Run 1, signal wires by layer:
(2 px per um) Only two layers are drawn.
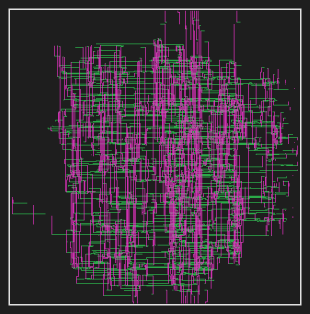
Run 1, zoomed window:
Window x 52 to 92, y 54 to 94 um. Cells in gray, sequential cells in the stronger gray; small squares are vias.
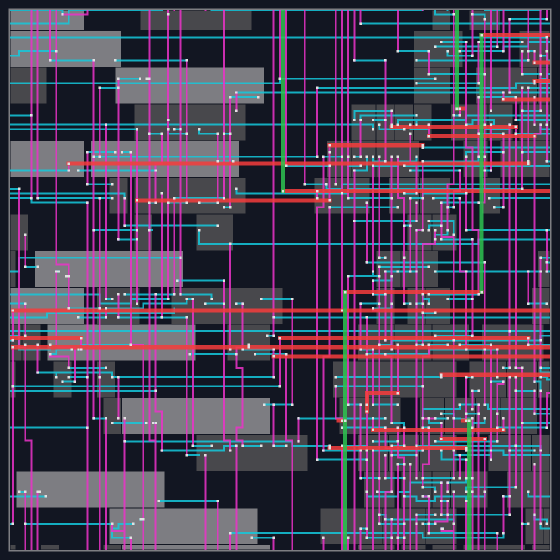
Run 1, signal wires on met2:
(2 px per um)
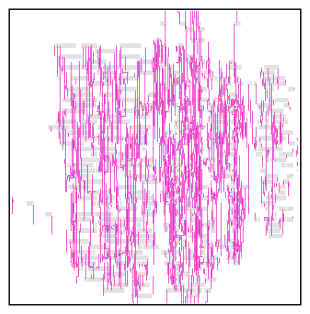
Run 1, pin map:
(3 px per um) Pins as bars across the die edge, other pins in gray.
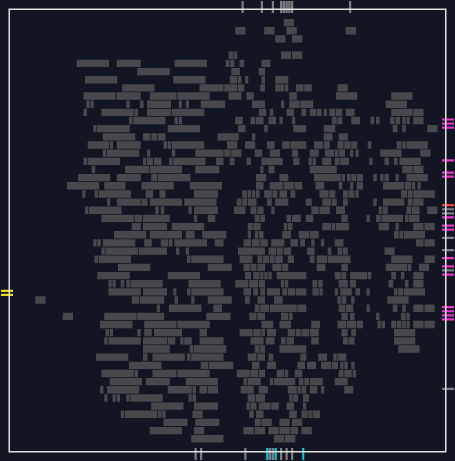
===== src/rtl/fibo_pkg.sv =====
// -----------------------------------------------------------------------------
// fibo_pkg
// Shared definitions for the Fibonacci datapath:
//   - micro-op opcode encodings (OP_NOP .. OP_TST)
//   - register-file geometry (REG_ADDR_W, NUM_REGS)
//   - result-capture FSM state encoding
// -----------------------------------------------------------------------------
package fibo_pkg;

  localparam int REG_ADDR_W = 2;
  localparam int NUM_REGS   = 4;

  localparam logic [2:0] OP_NOP = 3'b000;
  localparam logic [2:0] OP_LDI = 3'b001;
  localparam logic [2:0] OP_MOV = 3'b010;
  localparam logic [2:0] OP_ADD = 3'b011;
  localparam logic [2:0] OP_CLR = 3'b100;
  localparam logic [2:0] OP_DEC = 3'b101;
  localparam logic [2:0] OP_INC = 3'b110;
  localparam logic [2:0] OP_TST = 3'b111;

  typedef enum logic [0:0] {
    CAP_IDLE = 1'b0,
    CAP_HOLD = 1'b1
  } cap_state_t;

endpackage


===== src/rtl/fibo_alu.sv =====
// -----------------------------------------------------------------------------
// fibo_alu
// Combinational micro-op ALU for the Fibonacci datapath.
// Optional build macro: FIBO_DP_SAT_EN (ADD/INC saturate at all-ones, DEC
// saturates at zero; overflow is still reported). Default build wraps.
// Ports:
//   i_opcode  micro-op select
//   i_a       value of R[operand1] (destination / first source)
//   i_b       value of R[operand2] (second source)
//   i_data    immediate for LDI
//   o_result  value to write into R[operand1]
//   o_we      register write enable (0 for NOP and TST)
//   o_zero    new zero-flag value (meaningful for every opcode except NOP)
//   o_ovf     carry out of ADD/INC, or DEC applied to zero
// -----------------------------------------------------------------------------
module fibo_alu
  import fibo_pkg::*;
#(
  parameter int WIDTH = 16
) (
  input  logic [2:0]       i_opcode,
  input  logic [WIDTH-1:0] i_a,
  input  logic [WIDTH-1:0] i_b,
  input  logic [WIDTH-1:0] i_data,
  output logic [WIDTH-1:0] o_result,
  output logic             o_we,
  output logic             o_zero,
  output logic             o_ovf
);

  logic [WIDTH:0]   w_sum;
  logic [WIDTH:0]   w_inc;
  logic [WIDTH-1:0] w_dec;
  logic             w_a_zero;
  logic             w_tst_eq;

  // Widened adders so the carry out of the top bit is visible.
  assign w_sum    = {1'b0, i_a} + {1'b0, i_b};
  assign w_inc    = {1'b0, i_a} + {{WIDTH{1'b0}}, 1'b1};
  assign w_dec    = i_a - {{(WIDTH-1){1'b0}}, 1'b1};
  assign w_a_zero = (i_a == {WIDTH{1'b0}});
  assign w_tst_eq = (i_a == i_b);

  // Opcode decode: result, write enable, overflow and zero flag.
  always_comb begin
    o_result = {WIDTH{1'b0}};
    o_we     = 1'b0;
    o_ovf    = 1'b0;
    o_zero   = 1'b0;
    case (i_opcode)
      OP_NOP: begin
        o_we = 1'b0;
      end
      OP_LDI: begin
        o_result = i_data;
        o_we     = 1'b1;
      end
      OP_MOV: begin
        o_result = i_b;
        o_we     = 1'b1;
      end
      OP_ADD: begin
        o_ovf = w_sum[WIDTH];
        o_we  = 1'b1;
`ifdef FIBO_DP_SAT_EN
        o_result = w_sum[WIDTH] ? {WIDTH{1'b1}} : w_sum[WIDTH-1:0];
`else
        o_result = w_sum[WIDTH-1:0];
`endif
      end
      OP_CLR: begin
        o_result = {WIDTH{1'b0}};
        o_we     = 1'b1;
      end
      OP_DEC: begin
        o_ovf = w_a_zero;
        o_we  = 1'b1;
`ifdef FIBO_DP_SAT_EN
        o_result = w_a_zero ? {WIDTH{1'b0}} : w_dec;
`else
        o_result = w_dec;
`endif
      end
      OP_INC: begin
        o_ovf = w_inc[WIDTH];
        o_we  = 1'b1;
`ifdef FIBO_DP_SAT_EN
        o_result = w_inc[WIDTH] ? {WIDTH{1'b1}} : w_inc[WIDTH-1:0];
`else
        o_result = w_inc[WIDTH-1:0];
`endif
      end
      OP_TST: begin
        o_we = 1'b0;
      end
      default: begin
        o_we = 1'b0;
      end
    endcase
    // Writing ops flag the value actually written (post-saturation);
    // TST compares its two sources without writing.
    o_zero = o_we ? (o_result == {WIDTH{1'b0}}) : ((i_opcode == OP_TST) && w_tst_eq);
  end

endmodule


===== src/rtl/fibo_datapath.sv =====
// -----------------------------------------------------------------------------
// fibo_datapath
// Register file (R0..R3) plus ALU, executing one micro-op per cycle from the
// Fibonacci controller, with a sticky overflow flag and a result-capture FSM
// that latches R[operand1] on the rising edge of DONE.
// Optional build macro: FIBO_DP_SAT_EN (saturating arithmetic in fibo_alu).
// Ports:
//   CLK           system clock
//   RST           synchronous active-high reset
//   opcode        micro-op select
//   operand1      register address A (destination and first source)
//   operand2      register address B (second source)
//   DONE          controller completion strobe
//   DATA_IN       LDI immediate
//   ZERO_FLAG     registered zero flag
//   OVF           sticky overflow/underflow flag
//   RESULT        captured final value
//   RESULT_VALID  RESULT holds a captured value (DONE still high)
// -----------------------------------------------------------------------------
module fibo_datapath
  import fibo_pkg::*;
#(
  parameter int WIDTH = 16
) (
  input  logic                  CLK,
  input  logic                  RST,
  input  logic [2:0]            opcode,
  input  logic [REG_ADDR_W-1:0] operand1,
  input  logic [REG_ADDR_W-1:0] operand2,
  input  logic                  DONE,
  input  logic [WIDTH-1:0]      DATA_IN,
  output logic                  ZERO_FLAG,
  output logic                  OVF,
  output logic [WIDTH-1:0]      RESULT,
  output logic                  RESULT_VALID
);

  logic [WIDTH-1:0] r_regs [NUM_REGS];
  logic             r_zero;
  logic             r_ovf;
  logic [WIDTH-1:0] r_result;
  logic             r_result_valid;
  logic             r_done_q;
  cap_state_t       r_state;

  logic [WIDTH-1:0] w_a;
  logic [WIDTH-1:0] w_b;
  logic [WIDTH-1:0] w_alu_result;
  logic             w_alu_we;
  logic             w_alu_zero;
  logic             w_alu_ovf;
  cap_state_t       w_state_nxt;
  logic [WIDTH-1:0] w_result_nxt;
  logic             w_result_valid_nxt;

  // Reads see register contents from before this cycle's write (no bypass).
  assign w_a = r_regs[operand1];
  assign w_b = r_regs[operand2];

  fibo_alu #(
    .WIDTH (WIDTH)
  ) u_alu (
    .i_opcode (opcode),
    .i_a      (w_a),
    .i_b      (w_b),
    .i_data   (DATA_IN),
    .o_result (w_alu_result),
    .o_we     (w_alu_we),
    .o_zero   (w_alu_zero),
    .o_ovf    (w_alu_ovf)
  );

  // Register file, zero flag and sticky overflow flag.
  always_ff @(posedge CLK) begin
    if (RST) begin
      for (int i = 0; i < NUM_REGS; i++) begin
        r_regs[i] <= {WIDTH{1'b0}};
      end
      r_zero <= 1'b0;
      r_ovf  <= 1'b0;
    end else begin
      if (w_alu_we) begin
        r_regs[operand1] <= w_alu_result;
      end
      // NOP is the only op that leaves the zero flag untouched.
      if (opcode != OP_NOP) begin
        r_zero <= w_alu_zero;
      end
      if (w_alu_ovf) begin
        r_ovf <= 1'b1;
      end
    end
  end

  // Capture FSM next state: latch R[operand1] on the DONE rising edge.
  always_comb begin
    w_state_nxt        = r_state;
    w_result_nxt       = r_result;
    w_result_valid_nxt = r_result_valid;
    case (r_state)
      CAP_IDLE: begin
        if (DONE && !r_done_q) begin
          w_state_nxt        = CAP_HOLD;
          w_result_nxt       = w_a;
          w_result_valid_nxt = 1'b1;
        end else begin
          w_state_nxt = CAP_IDLE;
        end
      end
      CAP_HOLD: begin
        if (!DONE) begin
          w_state_nxt        = CAP_IDLE;
          w_result_valid_nxt = 1'b0;
        end else begin
          w_state_nxt = CAP_HOLD;
        end
      end
      default: begin
        w_state_nxt        = CAP_IDLE;
        w_result_valid_nxt = 1'b0;
      end
    endcase
  end

  // Capture FSM state, captured result and registered copy of DONE.
  always_ff @(posedge CLK) begin
    if (RST) begin
      r_state        <= CAP_IDLE;
      r_result       <= {WIDTH{1'b0}};
      r_result_valid <= 1'b0;
      r_done_q       <= 1'b0;
    end else begin
      r_state        <= w_state_nxt;
      r_result       <= w_result_nxt;
      r_result_valid <= w_result_valid_nxt;
      r_done_q       <= DONE;
    end
  end

  assign ZERO_FLAG    = r_zero;
  assign OVF          = r_ovf;
  assign RESULT       = r_result;
  assign RESULT_VALID = r_result_valid;

endmodule

===== config.mk =====
export PLATFORM = sky130hd
export DESIGN_NAME = fibo_datapath
export DESIGN_NICKNAME = d
export VERILOG_FILES = /design/src/rtl/fibo_pkg.sv /design/src/rtl/fibo_alu.sv /design/src/rtl/fibo_datapath.sv
export SDC_FILE = /design/constraint.sdc
export NUM_CORES = 1
export LEC_CHECK = 0
export CORE_AREA = 2 2 143 145
export DETAILED_ROUTE_END_ITERATION = 8
export DIE_AREA = 0 0 145 147
export PLACE_DENSITY = 0.52
export SYNTH_ARGS = -nofsm -noshare
export SYNTH_HDL_FRONTEND = slang
export SYNTH_SLANG_ARGS = --single-unit

===== constraint.sdc =====
create_clock -name CLK -period 5.4 [get_ports CLK]
set_input_delay 1.08 -clock CLK [delete_from_list [all_inputs] [get_ports CLK]]
set_output_delay 1.08 -clock CLK [all_outputs]
set_load 0.05 [all_outputs]

==> summary.rpt, run 1 <==
PHYSICAL IMPLEMENTATION REPORT
----------------------------------------------------
[Floorplanning]
  Number of top-level design ports ........................ 45
  Total core area ........................ 19,840 um^2
  FP Core Util ........................ 29.63%
  Total die size ........................ 21,320 um^2

[CTS]
  Total setup buffers inserted after CTS ........................ 0
  Num CTS Buffers ........................ 9
  Deepest clock path buffer count ........................ 2
  H-tree Lvls ........................ 3
  Clock slew seen by the registers of the worst setup and hold paths ........................ 70 ps
  Clock latency on the worst-skew pair ........................ 360 ps
  # hold bufs at CTS ........................ 0
  Root Buffer ........................ clkbuf_16
  Sink Count ........................ 85
  Clock tree from TritonCTS ........................ done

[Global routing]
  Initial antenna violation count ........................ 0
  Leftover overflow at the end of global routing ........................ 0

[Worst setup path]
  Critical register-to-register path endpoint ........................ r_regs[2][13]$_SDFFCE_PN0P_
  Crit path required time ........................ 5710 ps
  Launching element type of the critical path ........................ input pin
  Capturing element type of the critical path ........................ flip-flop
  Critical Setup Path Class ........................ input pin to flip-flop
  Launch point of the worst reg-to-reg path ........................ r_regs[1][1]$_SDFFCE_PN0P_
  Critical Path AT ........................ 5390 ps
  FF-to-FF path depth ........................ 13

[Placement]
  Routability congestion estimate ........................ 0.9514
  PortBufs ........................ 44
  Half-perimeter wire length of the detailed placement result ........................ 13,420 um
  Pre-CTS WS ........................ -41.77 ps

[Logic synthesis]
  Seq/Total Area, Yosys ........................ 39.84%
  Netlist area before placement ........................ 5879 um^2
  Gate count of the mapped netlist ........................ 584
  Number of warnings reported in the yosys synthesis log ........................ 0
  Count of instantiated cells in the yosys netlist ........................ 584
  Count of flip-flops with a built-in enable after synthesis ........................ 64
  Count of unique library cells instantiated by Yosys ........................ 76
  Synthesis area per yosys ........................ 5879 um^2
  Ys async rst share ........................ 0%

[Final timing]
  Clock tree skew after final layout ........................ 7.514 ps
  Maximum operating frequency ........................ 196.9 MHz
  Total count of max-transition violations in the final report ........................ 0
  Min setup slack post-route ........................ 320.7 ps
  # setup viols final ........................ 0
  Final hold vios ........................ 0
  Min Clock Period, post-route ........................ 5079 ps
  Post-layout period usage of the worst path ........................ 94.06%

[Detailed routing]
  Remaining DRCs ........................ 0

[Outcome]
  Status ........................ completed

[Layout]
  Commonest cells after routing, fill and taps aside ........................ nor2_1, edfxtp_1, nand2_1
  Layout cell share with drive strength beyond 1 ........................ 15.09%
  Total Nets Final ........................ 676
  Antenna fix cells ........................ 0
  Filler instances ........................ 1,971
  Layout overhead on the synthesized area ........................ 20.03%

[Min path]
  Hold-critical path endpoint ........................ RESULT[1]$_SDFFE_PP0P_
  Cells on Worst Hold Path ........................ 2
  Hold Path Origin ........................ RESULT[1]$_SDFFE_PP0P_

[Job]
  Max-cap viol count ........................ 0
  Stage-log warning count ........................ 27

[Pwr]
  Sw Ratio ........................ 32.97%
  Share of total power in the clock network ........................ 33.0%
  Register share of total power ........................ 38.0%
  Worst ir drop on vdd ........................ 0.0001701 V

----------------------------------------------------
-- 'signal wires by layer' (at the start) --
color	layer	wire length
magenta	M2	9,060 um
green	M1	7,930 um
total wire length: 18,090 um
detailed-route wire length per cell: 19.97 um
GRT Resource Usage Total: 17.11%
routed vias: 4,892

-- 'zoomed window' (at the start) --
color	layer
cyan	M1
magenta	M2
red	M3
green	M4
netlist names of flops here include	r_regs (8)
cells with their middle in the window	78
sequential cells in the window	8
most frequent	nor2_1 (11), edfxtp_1 (8), nand2_1 (6)

-- 'signal wires on met2' (at the start) --
nets with wire on the layer	567
wire length on this layer	9,060 um
longest straight run	59.8 um
share of all routed wire	50%

-- 'pin map' (at the start) --
color	port	pins	direction	edge
magenta	RESULT	16	output	right
yellow	operand2	2	input	left
red	DONE	1	input	right
cyan	opcode	3	input	bottom
all pins by edge	23 right, 11 bottom, 9 top, 2 left

-- run 1: layer usage --
layer,vias up,routed length [um],track usage (%)
met4,0,323,5.891
met2,151,9061,30.81
met3,21,777,2.143
met1,2410,7928,21.22
met5,-,0,0
li1,2310,-,-
-- run 1: logic make-up after synthesis --
| group | after synthesis | synth area share (%) |
|---|---|---|
| AOI/OAI and AO/OA | 134 | 16.58 |
| xor gates and xnor gates | 17 | 2.532 |
| adders and majority gates | 19 | 4.171 |
| buffers and inverters | 58 | 4.320 |
| DFF | 85 | 39.84 |
| muxes | 36 | 13.15 |
| and+or+nand+nor | 235 | 19.41 |
-- run 1: per-stage QoR --
stage	hold WS (ps)	instances	total power, uW	cell area (um^2)	TNS, ps
after floorplan	418.8	584	1162	5879	0
after global placement	428.6	890	1341	6751	0
after detailed placement	446.1	890	1351	6751	-41.77
after CTS	455.6	906	2011	7057	0
after global routing	485.6	906	2096	7057	0
final	455.2	906	2006	7057	0
-- run 1: final cells by class --
cell class | instances | area (um^2) | share of cell area, %
clock buffers | 9 | 225.2 | 3.191
clock inverters | 7 | 80.08 | 1.135
inverters | 14 | 52.55 | 0.7447
multi-input cells | 441 | 3283 | 46.52
flip-flops and latches | 85 | 2342 | 33.19
well taps | 270 | 337.8 | 4.787
repair buffers | 80 | 735.7 | 10.43
-- run 1: registers in the layout, summed over array words and instances (netlist names) --
name	cells
r_done_q	1
ZERO_FLAG	1
RESULT_VALID	1
RESULT	16
r_state	1
r_regs	64
OVF	1
-- run 1: cells in the mapped netlist (5+ instances only) --
| master | count | area share (%) |
|---|---|---|
| xnor2_1 | 12 | 1.8 |
| a21o_1 | 5 | 0.64 |
| nand3_1 | 14 | 1.2 |
| dfxtp_1 | 21 | 7.2 |
| and3_1 | 5 | 0.53 |
| buf_2 | 8 | 0.68 |
| mux4_2 | 29 | 11 |
| a22oi_1 | 11 | 1.4 |
| nand4_1 | 5 | 0.53 |
| o21ai_0 | 19 | 1.6 |
| o22ai_1 | 5 | 0.53 |
| nor3_1 | 11 | 0.94 |
| or3_1 | 8 | 0.85 |
| xor2_1 | 5 | 0.74 |
| ha_1 | 18 | 3.8 |
| nor2_1 | 95 | 6.1 |
| a21oi_1 | 32 | 2.7 |
| nor2b_1 | 7 | 0.74 |
| a211oi_1 | 5 | 0.64 |
| nand2b_1 | 10 | 1.1 |
| clkbuf_1 | 30 | 1.9 |
| nand2_1 | 51 | 3.3 |
| nor4_1 | 6 | 0.64 |
| edfxtp_1 | 64 | 33 |
| inv_1 | 14 | 0.89 |
-- run 1: worst max-delay path, cell delays in order --
cell	delay (ps)
clkdlybuf4s50_1	640
buf_4	360
mux4_2	570
ha_1	390
a21o_1	210
or3_1	320
o21ai_0	280
xnor2_1	110
a32o_1	200
nor3_1	480
nor4bb_1	360
and3_1	190
a41o_1	160
-- run 1: power by group through the flow --
stage / combinational (uW) / sequential (uW) / clock (uW)
floorplan: 365 / 797 / 0
global placement: 567 / 775 / 0
detailed placement: 572 / 778 / 0
CTS: 576 / 763 / 672
global route: 630 / 768 / 699
finish: 581 / 763 / 662
## Run 2: what changed since run 1
Settings changed: CORE_AREA 2 2 143 145 to 2 2 160 131, DIE_AREA 0 0 145 147 to 0 0 162 133, SLEW_MARGIN set to 30.
Run 2, signal wires on met2:
(2 px per um)
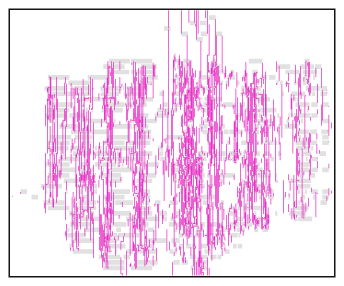
nets with wire on the layer	583
wire length on this layer	8,130 um
longest straight run	62.6 um
share of all routed wire	45%
main direction	vertical

==> run 2 against run 1 <==
- total power grew 2.2%
- count of clock-buffer cells in the layout grew 1
- synthesized cell count is the same
- fmax grew 0.77%
- combinational power grew 2%
- die area grew 1.1%
- flip-flop count is the same
- global-route usage grew 0.078 points
- setup slack gained 39 ps
- area after synthesis is the same
- cell count grew 0.55%
- non-clock buffer count grew 6
- critical path type unchanged
==> summary.rpt, run 2 <==
PHYSICAL IMPLEMENTATION REPORT
----------------------------------------------------
[Logic synthesis]
  Count of unique library cells instantiated by Yosys ........................ 76 (unchanged)
  Count of flip-flops with a built-in enable after synthesis ........................ 64 (unchanged)
  Synthesis area per yosys ........................ 5879 um^2 (unchanged)
  Portion of synthesized cell area occupied by the leading cell type ........................ 32.69% (unchanged)
  Most instantiated cells after synthesis ........................ nor2_1, edfxtp_1, nand2_1, a21oi_1, clkbuf_1
  Number of warnings reported in the yosys synthesis log ........................ 0 (unchanged)
  Netlist area before placement ........................ 5879 um^2 (unchanged)

[Global routing]
  GR Layer Usage met1 ........................ 24.32% (+3.1 points)
  Initial antenna violation count ........................ 0 (unchanged)
  Global Route met2 Usage ........................ 27.28% (-3.5 points)
  Busiest grt layer ........................ met2

[Layout]
  Layout cell share with drive strength beyond 1 ........................ 15.73% (+0.64 points)
  Register bank with the most flops ........................ r_regs
  Post-route cell area ........................ 7106 um^2 (+0.69%)
  Filler instances ........................ 2,041 (+3.6%)

[Final timing]
  Maximum operating frequency ........................ 198.4 MHz (+0.77%)
  Post-layout period usage of the worst path ........................ 93.34% (-0.72 points)
  Min setup slack post-route ........................ 359.8 ps (+39.06 ps)
  # setup viols final ........................ 0 (unchanged)

[Pwr]
  Sw Ratio ........................ 31.93% (-1.0 points)
  Worst ir drop on vdd ........................ 0.0001368 V (-20%)
  Register share of total power ........................ 37.3% (-0.7 points)

[Worst setup path]
  CP cell instances ........................ clkdlybuf4s50_1 -> buf_12 -> mux4_2 -> ha_1 -> nor3_1 -> nor2_1 -> a2111oi_0 -> buf_4 -> nor3_1 -> o31ai_1 -> o31ai_1 -> a21oi_1 -> nor2_1
  Critical Setup Path Class ........................ input pin to flip-flop
  Maximum cell stage delay along the critical path ........................ 690 ps (+50 ps)
  Crit path required time ........................ 5490 ps (-220 ps)

[CTS]
  # hold bufs at CTS ........................ 0 (unchanged)
  Root Buffer ........................ clkbuf_16
  Clock latency on the worst-skew pair ........................ 360 ps (about the same)
  Total setup buffers inserted after CTS ........................ 0 (unchanged)
  H-tree Lvls ........................ 3 (unchanged)

[Floorplanning]
  Number of top-level design ports ........................ 45 (unchanged)

[Placement]
  Pre-CTS WS ........................ 59.65 ps (+101.4 ps)
  Half-perimeter wire length of the detailed placement result ........................ 13,680 um (+1.9%)

[Outcome]
  Status ........................ completed

----------------------------------------------------
Run 2, zoomed window:
Window x 61 to 101, y 46 to 86 um. Cells in gray, sequential cells in the stronger gray; small squares are vias.
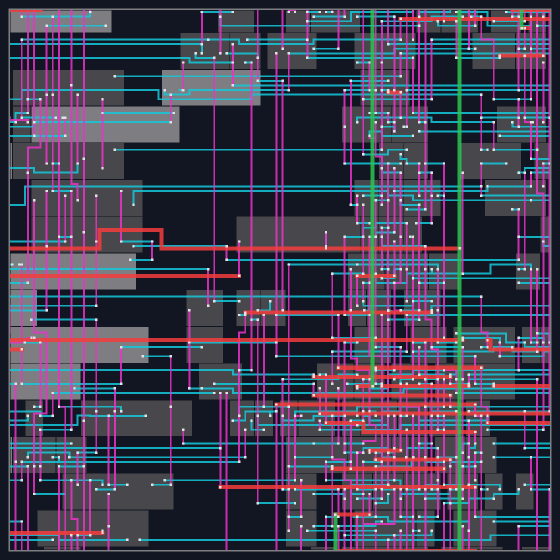
color	layer
green	M4
magenta	M2
cyan	M1
red	M3
most frequent	nor2_1 (9), mux4_2 (7)
sequential cells in the window	5
netlist names of flops here include	r_regs (4), ZERO_FLAG (1)
cells with their middle in the window	92

## run 2: cell counts after synthesis
Identical to the previous run, type by type.
## run 2: kinds of logic after synthesis
family                     after synthesis  share of synthesized area (%)
muxes                                   36                          13.15
and+or+nand+nor                        235                          19.41
AOI/OAI and AO/OA                      134                          16.58
buffers and inverters                   58                          4.320
adders and majority gates               19                          4.171
DFF                                     85                          39.84
xor gates and xnor gates                17                          2.532
## run 2: final cells by class
| type | instances | area [um^2] | area share (%) |
|---|---|---|---|
| well taps | 269 | 336.6 | 4.737 |
| flip-flops and latches | 85 | 2342 | 32.96 |
| clock buffers | 10 | 229.0 | 3.222 |
| repair buffers | 86 | 768.2 | 10.81 |
| inverters | 14 | 52.55 | 0.7396 |
| multi-input cells | 441 | 3283 | 46.21 |
| clock inverters | 6 | 93.84 | 1.321 |
## run 2: power by group through the flow
stage / clock network [uW] / registers, uW / logic, uW
6_report: 694 / 766 / 590
5_1_grt: 734 / 770 / 637
3_3_place_gp: 0 / 777 / 579
2_1_floorplan: 0 / 797 / 365
4_1_cts: 704 / 765 / 582
3_5_place_dp: 0 / 780 / 579
## run 2: final timing paths
| check | start | end | slack (ps) | cells past startpoint |
|---|---|---|---|---|
| worst max-delay path | operand1[0] | r_regs[2][15]$_SDFFCE_PN0P_ | 360 | 13 |
| worst min-delay path | r_done_q$_SDFF_PP0_ | r_state$_SDFF_PP0_ | 450 | 1 |
| worst max register to register | r_regs[1][3]$_SDFFCE_PN0P_ | r_regs[2][15]$_SDFFCE_PN0P_ | 1500 | 11 |
| worst min register to register | r_done_q$_SDFF_PP0_ | r_state$_SDFF_PP0_ | 450 | 1 |
## run 2: metal layers
metal	up-vias	wire length (um)
li1	2329	-
met5	-	0
met2	175	8134
met1	2466	8620
met4	0	306
met3	20	967
## run 2: metrics by stage
| step | hold slack [ps] | total power (uW) | setup TNS (ps) |
|---|---|---|---|
| 2_1_floorplan | 418.8 | 1162 | 0 |
| 3_3_place_gp | 428.9 | 1357 | -2.573 |
| 3_5_place_dp | 445.7 | 1359 | 0 |
| 4_1_cts | 454.8 | 2052 | 0 |
| 5_1_grt | 468.8 | 2140 | 0 |
| 6_report | 451.5 | 2050 | 0 |
## run 2: worst register-to-register path, delay by kind of cell, from the launching register on
family | cells | cell delay, ps
flip-flops | 1 | 410
AND-OR/OR-AND | 6 | 1830
AND/OR/NAND/NOR | 2 | 170
adder cells (fa/ha/maj) | 1 | 410
multiplexers | 1 | 600
buffers and inverters | 1 | 190
## Run 3: what changed since run 2
Clock period 5.4 ns to 5.2 ns, I/O delays scaled along.
Run 3, pin map:
(3 px per um) Pins as bars across the die edge, other pins in gray.
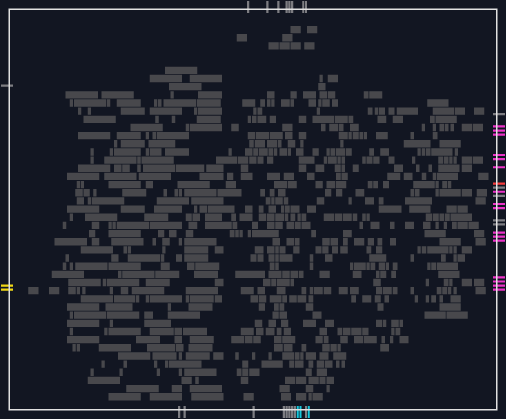
color	port	pins	direction	edge
magenta	RESULT	16	output	right
cyan	opcode	3	input	bottom
red	DONE	1	input	right
yellow	operand2	2	input	left
all pins by edge	22 right, 12 bottom, 8 top, 3 left
floorplan die width: 162 um
height of the die: 133 um

==> run 3 against run 2 <==
- setup slack lost 39 ps
- area after synthesis stayed put
- sequential share of layout area down 0.18 points
- cell count increased by 0.88%
- worst hold slack lost 4.9 ps
- count of clock-buffer cells in the layout shrank 1
- combinational power increased by 5.9%
- flip-flop count did not move
- clock skew up 6.1 ps
==> summary.rpt, run 3 <==
PHYSICAL IMPLEMENTATION REPORT
----------------------------------------------------
[Global routing]
  Leftover overflow at the end of global routing ........................ 0
  Initial antenna violation count ........................ 0 (unchanged)
  Number of global-route vias before repair ........................ 4,932

[Logic synthesis]
  Most frequent cell after synthesis ........................ nor2_1
  Most instantiated cells after synthesis ........................ nor2_1, edfxtp_1, nand2_1, a21oi_1, clkbuf_1
  Synthesis area per yosys ........................ 5879 um^2 (unchanged)
  Synth top area cells ........................ edfxtp_1, mux4_2, dfxtp_1, nor2_1, ha_1
  Count of unique library cells instantiated by Yosys ........................ 76 (unchanged)
  Portion of synthesized cell area occupied by the leading cell type ........................ 32.69% (unchanged)
  Cell type with the highest aggregate area in the netlist ........................ edfxtp_1
  Count of flip-flops with a built-in enable after synthesis ........................ 64 (unchanged)
  Synthesized registers ........................ 85
  Ys async rst share ........................ 0%
  Netlist area before placement ........................ 5879 um^2 (unchanged)
  Most common flop cell mapped by yosys ........................ edfxtp_1
  Number of warnings reported in the yosys synthesis log ........................ 0 (unchanged)
  Gate count of the mapped netlist ........................ 584

[Placement]
  PortBufs ........................ 44
  Pre-CTS WS ........................ -15.77 ps (-75.42 ps)
  Routability congestion estimate ........................ 0.9601
  Half-perimeter wire length of the detailed placement result ........................ 13,730 um (+0.34%)

[Pwr]
  Cell Pwr Density ........................ 288.1 nW/um^2
  Worst ir drop on vdd ........................ 0.0001545 V (+13%)

[CTS]
  Clock slew seen by the registers of the worst setup and hold paths ........................ 60 ps
  Deepest clock path buffer count ........................ 2
  Clock latency on the worst-skew pair ........................ 360 ps (about the same)
  Root Buffer ........................ clkbuf_16
  # hold bufs at CTS ........................ 0 (unchanged)
  H-tree Lvls ........................ 3 (unchanged)
  Clock tree from TritonCTS ........................ done
  Total setup buffers inserted after CTS ........................ 0 (unchanged)

[Layout]
  Layout overhead on the synthesized area ........................ 21.54%
  Layout cell share with drive strength beyond 1 ........................ 16.92% (+1.2 points)
  Register bank with the most flops ........................ r_regs
  Reg area ........................ 2342 um^2 (unchanged)
  Max FFs per register ........................ 64
  Filler instances ........................ 2,051 (+0.49%)
  Antenna fix cells ........................ 0
  Area taken by multi-input logic gates ........................ 3283 um^2 (unchanged)
  Total Nets Final ........................ 690

[Detailed routing]
  Post-route ant nets ........................ 0
  Number of search-and-repair iterations in the first detailed-routing pass ........................ 7
  Remaining DRCs ........................ 0

[Worst setup path]
  FF-to-FF path depth ........................ 11 (unchanged)
  Maximum cell stage delay along the critical path ........................ 660 ps (-30 ps)
  Launching element type of the critical path ........................ input pin
  Crit path launch ........................ operand1[0]
  Launch point of the worst reg-to-reg path ........................ r_regs[3][1]$_DFFE_PP_
  Total stage count of the critical path ........................ 13 (unchanged)
  Critical Setup Path Class ........................ input pin to flip-flop
  Slowest-stage cell, CP ........................ mux4_2
  CP cell instances ........................ clkdlybuf4s50_1 -> buf_4 -> mux4_2 -> ha_1 -> a21o_1 -> or3_1 -> o21ai_0 -> xnor2_1 -> a32o_1 -> nor3_1 -> nor4bb_1 -> and3_1 -> a41o_1
  Crit path required time ........................ 5490 ps (about the same)

[Final timing]
  Maximum operating frequency ........................ 205.0 MHz
  Min Clock Period, post-route ........................ 4879 ps
  Final hold vios ........................ 0
  Clock tree skew after final layout ........................ 14.56 ps
  # setup viols final ........................ 0 (unchanged)
  Post-layout period usage of the worst path ........................ 93.83%
  Min setup slack post-route ........................ 321.1 ps (-38.67 ps)
  Setup Total Neg Slack ........................ 0 ps (unchanged)

[Floorplanning]
  Total core area ........................ 20,110 um^2
  Number of top-level design ports ........................ 45 (unchanged)
  FP Core Util ........................ 29.23%

[Min path]
  Cells on Worst Hold Path ........................ 1 (unchanged)
  Hold Path Origin ........................ r_done_q$_SDFF_PP0_

[Outcome]
  Status ........................ completed

----------------------------------------------------
Run 3, signal wires by layer:
(2 px per um) Only two layers are drawn.
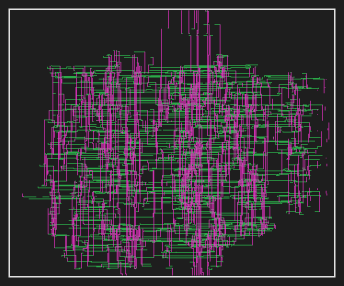
color	layer	wire length
green	M1	8,630 um
magenta	M2	7,890 um
GRT Resource Usage Total: 17.18%
routed vias: 4,938
detailed-route wire length per cell: 19.41 um
total wire length: 17,830 um

==> run 3: path summary, 6_finish.rpt <==
path                                      end  slack, ps
setup / recovery       ZERO_FLAG$_SDFFE_PP0P_        320
hold reg to reg            r_state$_SDFF_PP0_        450
setup reg to reg  r_regs[2][15]$_SDFFCE_PN0P_       1350
hold / removal             r_state$_SDFF_PP0_        450
==> run 3: cell families (layout without fill, tap and decap cells) <==
| kind of cell | Yosys count | after routing | synth area share (%) |
|---|---|---|---|
| AND/OR/NAND/NOR | 235 | 235 | 19.41 |
| AND-OR/OR-AND | 134 | 134 | 16.58 |
| flip-flops | 85 | 85 | 39.84 |
| buffers and inverters | 58 | 124 | 4.320 |
| XOR/XNOR | 17 | 17 | 2.532 |
| adder cells (fa/ha/maj) | 19 | 19 | 4.171 |
| multiplexers | 36 | 36 | 13.15 |
==> run 3: metal layers <==
metal | wire, um | track usage [%] | up-vias
met5 | 0 | 0 | -
li1 | - | - | 2339
met1 | 8625 | 25.10 | 2409
met3 | 1125 | 3.417 | 15
met2 | 7892 | 26.34 | 175
met4 | 191 | 3.786 | 0
==> run 3: cell type report <==
cell class,instances,area share (%)
repair buffers,94,11.59
well taps,269,4.710
flip-flops and latches,85,32.78
inverters,14,0.7354
multi-input cells,441,45.95
clock buffers,9,3.152
clock inverters,7,1.086
==> run 3: worst register-to-register path, delay by kind of cell, from the launching register on <==
kind	cells	cell delay [ps]
adder cells (fa/ha/maj)	1	340
AND/OR/NAND/NOR	2	160
multiplexers	1	510
flip-flops	1	420
buffers and inverters	1	190
AND-OR/OR-AND	6	1970
==> run 3: power breakdown <==
part	total, uW	leakage (uW)	switching [uW]	internal (uW)
combinational	625	0.00160	365	259
clock	639	0.000144	300	339
sequential	795	0.000840	20.7	774
total	2060	0.00258	685	1370
==> run 3: per-stage QoR <==
step | hold slack (ps) | area (um^2) | power, uW
final | 446.6 | 7146 | 2058
after global routing | 467.5 | 7146 | 2161
after CTS | 445.9 | 7146 | 2072
after detailed placement | 437.1 | 6843 | 1428
after global placement | 425.3 | 6843 | 1425
after floorplan | 418.8 | 5879 | 1207
Power figures rest on the tool's default switching activity, not on a simulated workload.
